Fig. 1: run 1, selected gate families
The bar under the picture is 20 µm long.
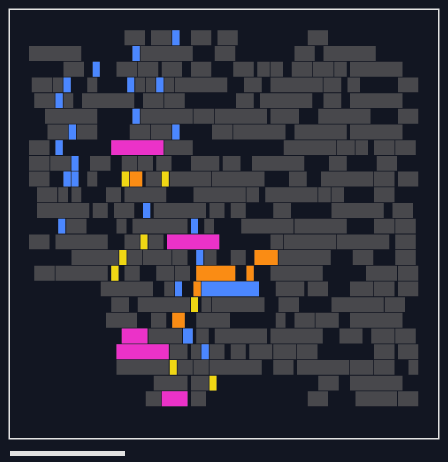
Fig. 2: run 1, routed clock nets over the placement
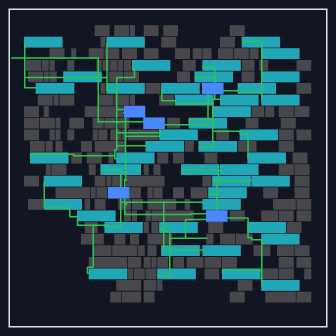
Fig. 3: run 1, the metal 3 layer
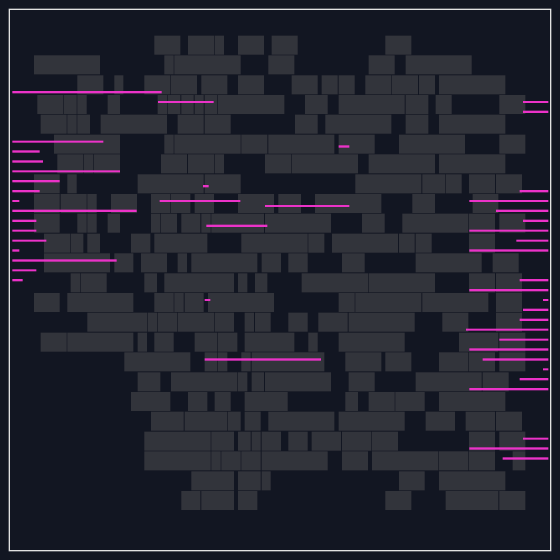
Fig. 4: run 1, sizing map
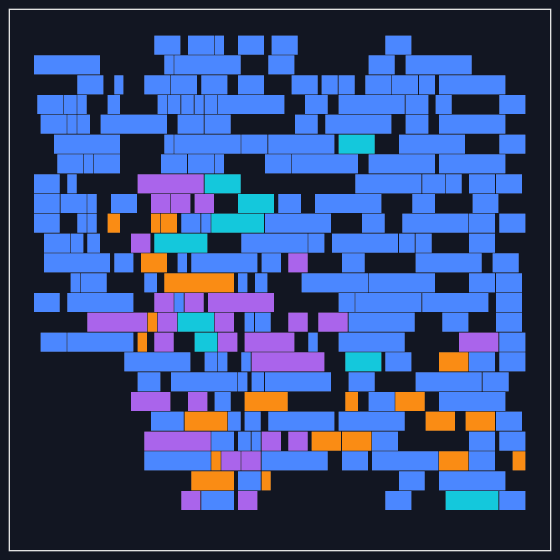
## src/rtl/mem_access_arbiter.sv

```systemverilog
// Round-robin arbiter sharing the Address_Register / memory port between instruction
// fetch (read-only) and data access (read/write); sequences LOAD, WAIT and DONE phases.
module mem_access_arbiter #(
  parameter int ws          = 8,
  parameter int WAIT_CYCLES = 1
) (
  input  logic          clk,
  input  logic          rst,
  input  logic          fetch_req,
  input  logic [ws-1:0] fetch_addr,
  input  logic          data_req,
  input  logic          data_we,
  input  logic [ws-1:0] data_addr,
  input  logic [ws-1:0] data_wdata,
  input  logic [ws-1:0] mem_rdata,
  output logic          fetch_ack,
  output logic          data_ack,
  output logic [ws-1:0] rdata,
  output logic          load_add_r,
  output logic [ws-1:0] bus_addr,
  output logic          mem_wr,
  output logic [ws-1:0] mem_wdata,
  output logic          busy
);

  // Handshake: a requester raises req and holds it (with stable operands) until its
  // one-cycle ack; req is only sampled in IDLE, so inputs are don't-care while busy.

  typedef enum logic [1:0] {IDLE, LOAD, WAIT, DONE} state_t;

  state_t        state;
  logic          last_data;
  logic          grant_data;
  logic          grant_we;
  logic [ws-1:0] grant_addr;
  logic [ws-1:0] grant_wdata;
  logic [3:0]    wait_cnt;
  logic          pick_data;

  // Data wins when it is the only requester, or on a tie when fetch was served last.
  assign pick_data = data_req && (!fetch_req || !last_data);
  assign busy      = (state != IDLE);

  always_ff @(posedge clk or negedge rst) begin
    if (!rst) begin
      state       <= IDLE;
      last_data   <= 1'b1;
      grant_data  <= 1'b0;
      grant_we    <= 1'b0;
      grant_addr  <= '0;
      grant_wdata <= '0;
      wait_cnt    <= '0;
      fetch_ack   <= 1'b0;
      data_ack    <= 1'b0;
      rdata       <= '0;
      load_add_r  <= 1'b0;
      bus_addr    <= '0;
      mem_wr      <= 1'b0;
      mem_wdata   <= '0;
    end else begin
      load_add_r <= 1'b0;
      bus_addr   <= '0;
      mem_wr     <= 1'b0;
      mem_wdata  <= '0;
      fetch_ack  <= 1'b0;
      data_ack   <= 1'b0;
      case (state)
        IDLE: begin
          if (fetch_req || data_req) begin
            grant_data  <= pick_data;
            last_data   <= pick_data;
            grant_we    <= pick_data && data_we;
            grant_addr  <= pick_data ? data_addr : fetch_addr;
            grant_wdata <= pick_data ? data_wdata : '0;
            load_add_r  <= 1'b1;
            bus_addr    <= pick_data ? data_addr : fetch_addr;
            state       <= LOAD;
          end
        end
        LOAD: begin
          wait_cnt  <= 4'(WAIT_CYCLES - 1);
          mem_wr    <= grant_we;
          mem_wdata <= grant_wdata;
          state     <= WAIT;
        end
        WAIT: begin
          if (wait_cnt == 4'd0) begin
            if (!grant_we) rdata <= mem_rdata;
            fetch_ack <= !grant_data;
            data_ack  <= grant_data;
            state     <= DONE;
          end else begin
            wait_cnt  <= wait_cnt - 4'd1;
            mem_wdata <= grant_wdata;
          end
        end
        DONE: begin
          state <= IDLE;
        end
        default: state <= IDLE;
      endcase
    end
  end

endmodule
```

## config.mk

```make
export PLATFORM = sky130hd
export DESIGN_NAME = mem_access_arbiter
export DESIGN_NICKNAME = d
export VERILOG_FILES = /design/src/rtl/mem_access_arbiter.sv
export SDC_FILE = /design/constraint.sdc
export NUM_CORES = 1
export LEC_CHECK = 0
export CAP_MARGIN = 20
export CORE_MARGIN = 3
export CORE_UTILIZATION = 39
export DETAILED_ROUTE_END_ITERATION = 16
export PLACE_DENSITY_LB_ADDON = 0.12
export SYNTH_ARGS = -nofsm -noshare
export SYNTH_HDL_FRONTEND = slang
export SYNTH_SLANG_ARGS = --single-unit
```

## constraint.sdc

```tcl
create_clock -name clk -period 1.5 [get_ports clk]
set_input_delay 0.225 -clock clk [delete_from_list [all_inputs] [get_ports clk]]
set_output_delay 0.225 -clock clk [all_outputs]
set_load 0.01 [all_outputs]
```

==> run summary, run 1 <==
Observations from the implementation run.

Power and ir drop:
- Power comes to 4.699 mW.
- The run gives the part of the total power dissipated in sequential elements as 38.8%.
- The script extracted a net switching power of 1.506 mW.
- The run gives the group drawing the most power as combinational logic.
- The run puts the power per cell area at 1639 mW/mm².
- The internal power of the cells totals 3.193 mW.
- In this run the static leakage power is 1.313 nW.
- The run gives the sequential power as 1.82 mW.
- The run gives the maximum resistive drop on vdd as 0.8224 mV.
- The run puts the power drawn by the combinational cells at 2.11 mW.

Worst setup path:
- The run gives the kind of critical path as reg -> reg.
- The run puts the minimum setup slack among reg-to-reg paths at -0.02 ns.
- STA classifies the critical path endpoint as a flop.
- Of all nets on the critical path, the largest fanout is 3.
- Along the critical path, the tally of buffer and inverter instances is 1.
- Walking the worst path, the cells encountered are inv_2, ha_4, nor3b_4, o32a_4, mux2_4.
- The run gives the data arrival at the endpoint of the critical path as 1.71 ns.
- The run gives the cell count along the critical path as 5.
- The run puts the critical path data required time at 1.69 ns.
- The run gives the worst setup path endpoint as state[1].

Synthesis:
- By area the synthesized netlist is led by dfrtp_1 61%, mux2_2 5.0%, a22o_1 4.3%, nand2_1 4.1%, ha_1 3.5%.
- For reference, the post-synthesis area per instance comes to 12.59 µm².
- The run gives the area fraction in full adders, half adders and majority gates as 3.451%.
- The run puts the multiplexer share of the synthesized area at 5.590%.
- The run gives the yosys stat cell total as 144.
- The synthesis run shows the most used standard cells to be 44 x dfrtp_1, 20 x nand2_1, 9 x a22o_1, 9 x and2_1.
- The largest total area in the synthesized netlist belongs to dfrtp_1.
- The run puts the basic-gate share of the synthesized area counting and, or, nand and nor cells at 12.49%.
- After synthesis, the largest family of logic cells by area is AND-OR/OR-AND gates.

Clock tree:
- The run puts the deepest level of the CTS H-tree at 2.
- The run puts the count of buffers added by post-CTS timing repair for setup at 1.
- Clock tree synthesis found a total of 45 sinks.
- The run puts the clock buffer count from CTS at 5.
- TritonCTS built the clock tree.
- In this run the clock root is driven by a clkbuf_8.

Floorplanning:
- The total area inside the core boundary comes to 0.004414 mm².
- The run gives the die span in y as 74.18 µm.
- The run gives the I/O pin count as 66.
- The run gives the inserted tap cell count as 52.

Routing:
- For this run, design rule violations remaining after detail routing come to 0.
- The highest layer touched by signal routing is met4.
- The run puts the number of nets with antenna violations after detailed routing at 0.
- The routed design uses 313 µm of met3 wire.
- Per the detail_route report, routed wire per instance is 14.90 µm.

Global routing:
- Total global-route track usage over all layers is 16.49%.
- The run gives the first-pass GRT wire length as 6810 µm.
- The run puts the aggregate global routing overflow at 0.

Timing:
- The run gives the final critical-path setup slack as -0.02103 ns.
- The run puts the setup TNS at -0.05942 ns.
- In the final report, the number of endpoints failing setup comes to 8.
- The run puts the final period demand of the worst path at 1.521 ns.
- The run gives the share of the clock period used by the worst path after layout as 101.4%.
- The final timing report lists a max-slew violation count of 0.
- The run puts the slew at the pin with the worst max-slew slack at 0.3998 ns.
- The run puts the worst slack on hold paths at 0.3743 ns.
- The run gives the maximum operating frequency as 657.5 MHz.

Cells and area:
- The run gives the multi-input combinational gate total as 86.
- The run puts the summed area of non-filler cells in the final layout at 0.002868 mm².
- The run gives the non-clock inverter total of the final layout as 8.
- The run gives the net count of the finished layout as 275.
- The run puts the layout buffer count excluding clock buffers at 87.
- The run puts the number of inserted diodes at 0.
- The run puts the number of filler instances in the final layout at 337.
- In the final layout, the multi-input gates occupy 709.4 µm².
- Measured on the final layout, buffering overhead outside the clock network stands at 29.49%.

Worst hold path:
- The worst hold path belongs to the class in -> async.

Run:
- The run gives the number of warnings the tools reported as 32.

Run status:
- The final reports fail on setup timing.
- The run finished, with violations left.

Place:
- The run puts the post-placement cell count at 272.
- The run puts the final weighted congestion in routability-driven placement at 0.7884.
- The run gives the pre-CTS setup slack as -0.09858 ns.
- The run puts the half-perimeter wire length after detailed placement at 3130 µm.
## Picture notes: Fig. 1
[inverters] yellow | cells: 8 | most used: inv_2
[adder and majority cells] magenta | cells: 5 | most used: ha_4
[NAND gates] blue | cells: 22 | most used: nand2_1
[NOR gates] orange | cells: 6 | most used: nor2_1 | where: center
most instantiated logic cell after routing: clkdlybuf4s50_1
Post-Layout Cell Count: 286
combinational share of cell area: 24.74%

## Picture notes: Fig. 2
[cells driving clock nets] blue | count: 5
[clock wires] green | length: 548 µm
[flip-flops] cyan | count: 45
routed clock nets: 6
later-pin clock latency in the skew report: 0.30 ns
Clock Skews: 0.004898 ns
total clock network power: 0.767 mW
Clock Power Share: 16.3%

## Picture notes: Fig. 3
main direction: horizontal
wire length on this layer: 313 µm
nets with wire on the layer: 42
number of vias in the routed layout: 1409
post-detailed-routing wire length: 4262 µm
routing usage on met3: 3.784%

## Picture notes: Fig. 4
[drive 2] orange | cells: 21 | share: 9.0% | most used: mux2_2
[drive 1 or less] blue | cells: 176 | share: 75% | most used: clkdlybuf4s50_1
[drive 6 and up] cyan | cells: 9 | share: 3.8% | most used: clkbuf_8
[drive 3 to 4] purple | cells: 28 | share: 12% | most used: buf_4
worst path setup slack after routing: -0.02103 ns
Syn-to-layout area delta: 58.18%

Fig. 5: run 1, track usage over the die
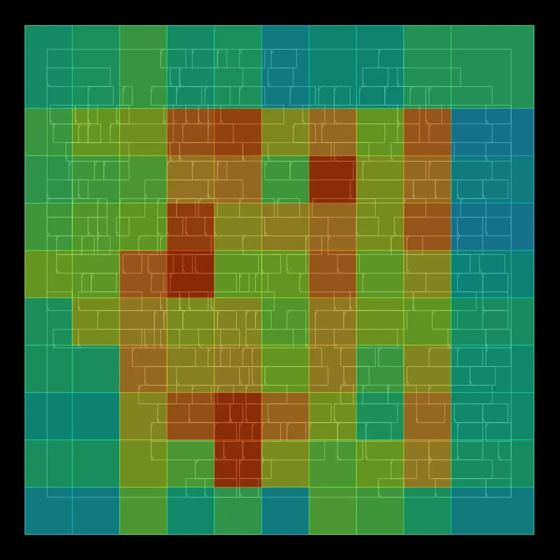

==> run 2: changes to the inputs <==
CORE_MARGIN = 2   (was 3)
HOLD_SLACK_MARGIN = 0.03   (was not set)
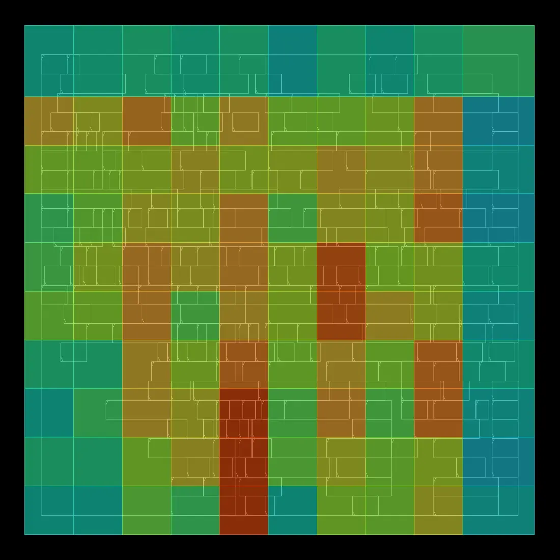
Fig. 6. Track usage over the die (run 2).
routing usage on met3: 5.417%
average wire length per cell after detail routing: 14.46 µm

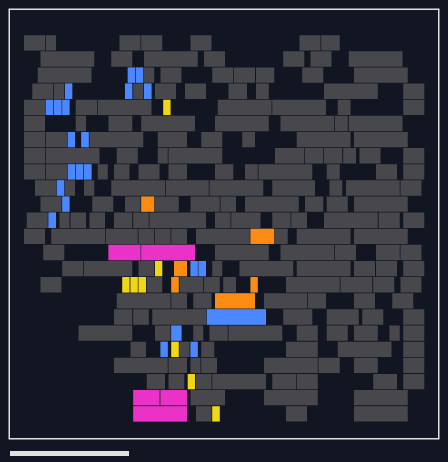
Fig. 7. Selected gate families (run 2).
The bar under the picture is 20 µm long.
[inverters] yellow | cells: 8 | most used: inv_2
[NAND gates] blue | cells: 22 | most used: nand2_1
[adder and majority cells] magenta | cells: 5
[NOR gates] orange | cells: 6 | most used: nor2_1
Post-Layout Cell Count: 290
combinational share of cell area: 23.88%

==> run 2 against run 1 <==
  * The flow still finishes with violations (setup timing)
  * Clock skew rose by 0.0033 ns
  * First-iteration DRC count fell by 27%
  * Setup slack got worse by 0.015 ns
  * Count of clock-buffer cells in the layout did not move
  * Fmax fell by 1.0%
  * Highest routed layer unchanged
==> run summary, run 2 <==
Observations from the implementation run.

Run status:
- Outcome: finished with violations (unchanged).
- Failing checks: setup timing (unchanged).

Routing:
- The run gives the detailed-route DRC error count as 0 (unchanged).
- The run gives the wire length on met3 as 303 µm (was 313 µm).
- The run gives the number of nets with antenna violations after detailed routing as 0 (unchanged).
- The run puts the final routed wirelength across all metal layers at 4192 µm (was 4262 µm).
- The detailed-route via count is 1415 (was 1409).

Cells and area:
- The summed area of non-filler cells in the final layout came to 0.002913 mm² (was 0.002868 mm²).
- The run puts the fraction of area in clock buffers and inverters at 3.093% (was 3.141%).
- The run puts the non-clock buffer share of cell area at 31.06% (was 29.49%).
- The non-clock inverter total of the final layout was 8 (unchanged).
- The run puts the total area of multi-input combinational cells at 695.7 µm² (was 709.4 µm²).
- The area overhead of the layout relative to synthesis came to 60.66% (was 58.18%).
- The top logic cell by instance count in the layout is clkdlybuf4s50_1 (unchanged).
- The run gives the share of cell area taken by flip-flops and latches as 38.70% (was 39.31%).
- The layout buffer count excluding clock buffers was 91 (was 87).
- The run puts the multi-input combinational gate total at 86 (unchanged).

Worst hold path:
- The class of the worst hold path is in -> async (unchanged).

Power and ir drop:
- The run gives the reported clock group power as 0.758 mW (was 0.767 mW).
- The run puts the clock share of power at 15.6% (was 16.3%).
- The run gives the internal power consumption as 3.328 mW (was 3.193 mW).
- The run gives the maximum resistive drop on vdd as 0.8193 mV (was 0.8224 mV).
- The power after layout was 4.856 mW (was 4.699 mW).
- The run puts the leakage power at 1.341 nW (was 1.313 nW).
- The run gives the power per cell area as 1667 mW/mm² (was 1639 mW/mm²).

Worst setup path:
- The kind of critical path is reg -> reg (unchanged).
- The category of the worst setup path capture point was a flop (unchanged).
- The run gives the critical path data required time as 1.68 ns (was 1.69 ns).
- The run gives the minimum setup slack among reg-to-reg paths as -0.04 ns (was -0.02 ns).
- The worst setup path endpoint is rdata[4] (was state[1]).
- The run gives the number of buffers and inverters on the critical path as 2 (was 1).
- List of cells traversed by the critical path: buf_6, ha_4, nand4bb_4, nor2_4, buf_12, mux2_2 (was inv_2, ha_4, nor3b_4, o32a_4, mux2_4).
- The run gives the cell count along the critical path as 6 (was 5).

Synthesis:
- The run gives the basic-gate share of the synthesized area counting and, or, nand and nor cells as 12.49% (unchanged).
- The run gives the cell type with the largest total area as dfrtp_1 (unchanged).
- The average instance area after synthesis was 12.59 µm² (unchanged).
- The run puts the yosys stat cell total at 144 (unchanged).
- The run gives the largest family of logic cells by area as AND-OR/OR-AND gates (unchanged).
- The area fraction in full adders, half adders and majority gates is 3.451% (unchanged).
- Top cells by area in the synthesized netlist: dfrtp_1 61%, mux2_2 5.0%, a22o_1 4.3%, nand2_1 4.1%, ha_1 3.5% (unchanged).
- List of most frequent post-synthesis cells: 44 x dfrtp_1, 20 x nand2_1, 9 x a22o_1, 9 x and2_1 (unchanged).

Clock tree:
- The run puts the worst-skew pair later-pin latency at 0.30 ns (about the same).
- The run gives the count of clock tree sinks as 45 (unchanged).
- The clock buffer count from CTS was 5 (unchanged).
- The deepest level of the CTS H-tree came to 2 (unchanged).
- The CTS tree was yes (unchanged).

Timing:
- The run gives the share of the clock period used by the worst path after layout as 102.4% (was 101.4%).
- The run puts the worst slew margin relative to its limit at 70.55% (was 73.35%).
- The maximum operating frequency came to 650.8 MHz (was 657.5 MHz).
- The final setup violation count is 11 (was 8).
- The run puts the setup TNS at -0.2045 ns (was -0.05942 ns).
- The slew at the pin with the worst max-slew slack is 0.4418 ns (was 0.3998 ns).
- The final critical-path setup slack came to -0.03646 ns (was -0.02103 ns).
- The run gives the final hold violation count as 0 (unchanged).
- The run gives the number of max-slew violations in the final report as 0 (unchanged).
- The run puts the worst clock skew at 0.008158 ns (was 0.004898 ns).
- The run puts the worst slack on hold paths at 0.3990 ns (was 0.3743 ns).
- The run puts the final period demand of the worst path at 1.536 ns (was 1.521 ns).

Place:
- The run puts the post-placement cell count at 273 (was 272).
- The run puts the final weighted congestion in routability-driven placement at 0.7963 (was 0.7884).
- The run gives the pre-CTS setup slack as -0.08307 ns (was -0.09858 ns).
- The run puts the half-perimeter wire length after detailed placement at 2955 µm (was 3130 µm).

Global routing:
- The run puts the global-route usage over all layers at 17.48% (was 16.49%).
- The run gives the layer carrying the most global-route usage as met2 (unchanged).
- The aggregate global routing overflow was 0 (unchanged).
- The run gives the first-pass GRT wire length as 7079 µm (was 6810 µm).

Floorplanning:
- The run puts the core footprint at 0.004414 mm² (unchanged).
- The die span in y was 72.18 µm (was 74.18 µm).
- The run puts the I/O pin count at 66 (unchanged).
Fig. 8: run 2, routed clock nets over the placement
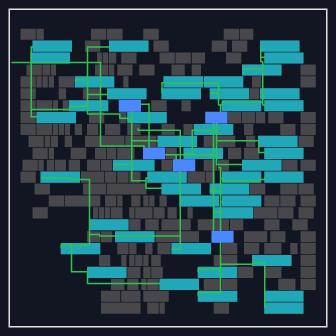

==> run 3: changes to the inputs <==
CORE_UTILIZATION = 44   (was 39)
DONT_BUFFER_PORTS = 1   (was not set)
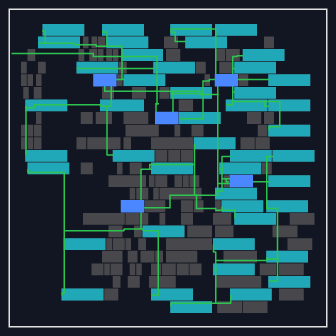
Fig. 9. Routed clock nets over the placement (run 3).
[cells driving clock nets] blue | count: 5
[clock wires] green | length: 549 µm
[flip-flops] cyan | count: 45
routed clock nets: 6
flops lie: spread over the die
Clock Power Share: 16.9%
later-pin clock latency in the skew report: 0.29 ns
Clock Skews: 0.004940 ns
total clock network power: 0.721 mW

==> run 3 against run 2 <==
  * Combinational power decreased by about 30%
  * Via count shrank 17%
  * Cell count fell by 25%
  * Setup slack better by 0.041 ns
  * Critical path depth fell by 1
  * Utilization fell by 9.5 points
  * Global-route usage decreased by 1.5 points
  * Synthesized cell count did not move
  * Count of clock-buffer cells in the layout up 2
  * The run now ends clean
  * Routed wire length shrank 14%
  * Largest cell class unchanged
==> run summary, run 3 <==
Observations from the implementation run.

Run status:
- Outcome: finished, final reports clean (was finished with violations).

Cells and area:
- The run puts the number of filler instances in the final layout at 330 (was 324).
- The run gives the total area of multi-input combinational cells as 720.7 µm² (was 695.7 µm²).
- The fraction of area in clock buffers and inverters is 3.625% (was 3.093%).
- The run puts the number of inserted diodes at 0 (unchanged).
- The run gives the share of cell area taken by flip-flops and latches as 50.25% (was 38.70%).
- The area overhead of the layout relative to synthesis was 23.74% (was 60.66%).
- The run gives the top logic cell by instance count in the layout as dfrtp_1 (was clkdlybuf4s50_1).
- The run puts the layout buffer count excluding clock buffers at 21 (was 91).
- The run gives the multi-input combinational gate total as 86 (unchanged).
- The run gives the summed area of non-filler cells in the final layout as 0.002243 mm² (was 0.002913 mm²).
- The run gives the post-layout instance count excluding filler cells as 218 (was 290).

Place:
- The run gives the final weighted congestion in routability-driven placement as 0.8115 (was 0.7963).
- The run gives the pre-CTS setup slack as -0.06159 ns (was -0.08307 ns).

Routing:
- The run puts the number of nets with antenna violations after detailed routing at 0 (unchanged).
- The run puts the wire length on met3 at 360 µm (was 303 µm).
- The run gives the final routed wirelength across all metal layers as 3608 µm (was 4192 µm).

Synthesis:
- The cell type with the largest total area is dfrtp_1 (unchanged).
- The run gives the average instance area after synthesis as 12.59 µm² (unchanged).
- The run gives the yosys stat cell total as 144 (unchanged).
- The run gives the largest family of logic cells by area as AND-OR/OR-AND gates (unchanged).
- The run puts the area fraction in full adders, half adders and majority gates at 3.451% (unchanged).
- Top cells by area in the synthesized netlist: dfrtp_1 61%, mux2_2 5.0%, a22o_1 4.3%, nand2_1 4.1%, ha_1 3.5% (unchanged).

Clock tree:
- The run gives the cell chosen for the clock root as clkbuf_8 (unchanged).
- The run gives the deepest level of the CTS H-tree as 2 (unchanged).
- The run puts the count of buffers added by post-CTS timing repair for setup at 4 (was 3).
- The run puts the clock buffer count from CTS at 5 (unchanged).

Timing:
- The run puts the number of max-slew violations in the final report at 0 (unchanged).
- The final setup violation count came to 0 (was 11).
- The run puts the final critical-path setup slack at 0.004585 ns (was -0.03646 ns).
- The run gives the slew at the pin with the worst max-slew slack as 0.5693 ns (was 0.4418 ns).
- The maximum operating frequency came to 668.7 MHz (was 650.8 MHz).
- The run puts the worst slack on hold paths at 0.05301 ns (was 0.3990 ns).

Power and ir drop:
- The group drawing the most power is sequential cells (was combinational logic).
- The maximum resistive drop on vdd came to 0.6453 mV (was 0.8193 mV).
- The run gives the leakage power as 1.088 nW (was 1.341 nW).
- The run puts the net load switching power at 1.407 mW (was 1.528 mW).
- The run puts the power per cell area at 1906 mW/mm² (was 1667 mW/mm²).
- The run puts the sequential power at 1.98 mW (was 1.82 mW).
- The run puts the power drawn by the combinational cells at 1.58 mW (was 2.27 mW).

Worst setup path:
- List of cells traversed by the critical path: inv_2, ha_4, inv_2, o32a_4, mux2_4 (was buf_6, ha_4, nand4bb_4, nor2_4, buf_12, mux2_2).
- The run puts the cell count along the critical path at 5 (was 6).
- The minimum setup slack among reg-to-reg paths was 0.005 ns (was -0.04 ns).
- The run puts the number of buffers and inverters on the critical path at 2 (unchanged).
- The run gives the category of the worst setup path capture point as a flop (unchanged).

Run:
- The run gives the number of warnings the tools reported as 31 (was 32).

Global routing:
- The layer carrying the most global-route usage is met2 (unchanged).
- The run puts the global-route met3 utilization at 7.730% (was 5.417%).
- The run puts the global-route usage over all layers at 16.01% (was 17.48%).

Floorplanning:
- The run puts the I/O pin count at 66 (unchanged).

Worst hold path:
- The class of the worst hold path was in -> reg (was in -> async).
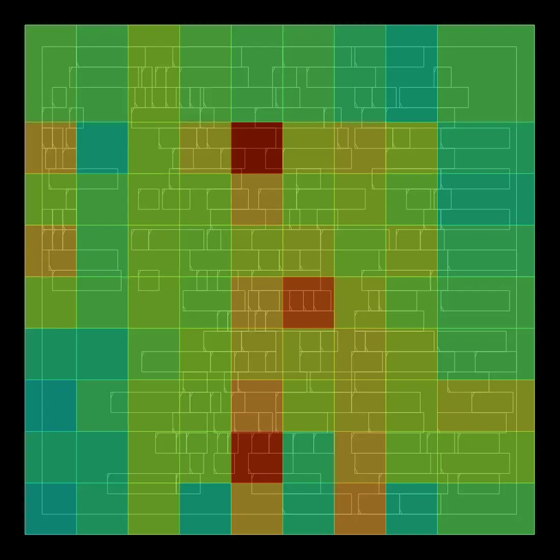
Fig. 10. Track usage over the die (run 3).
average wire length per cell after detail routing: 16.55 µm
final standard cell utilization of the core: 56.49%
met2 Track Usage GR: 25.36%

Power is estimated from default activity; no workload was simulated.
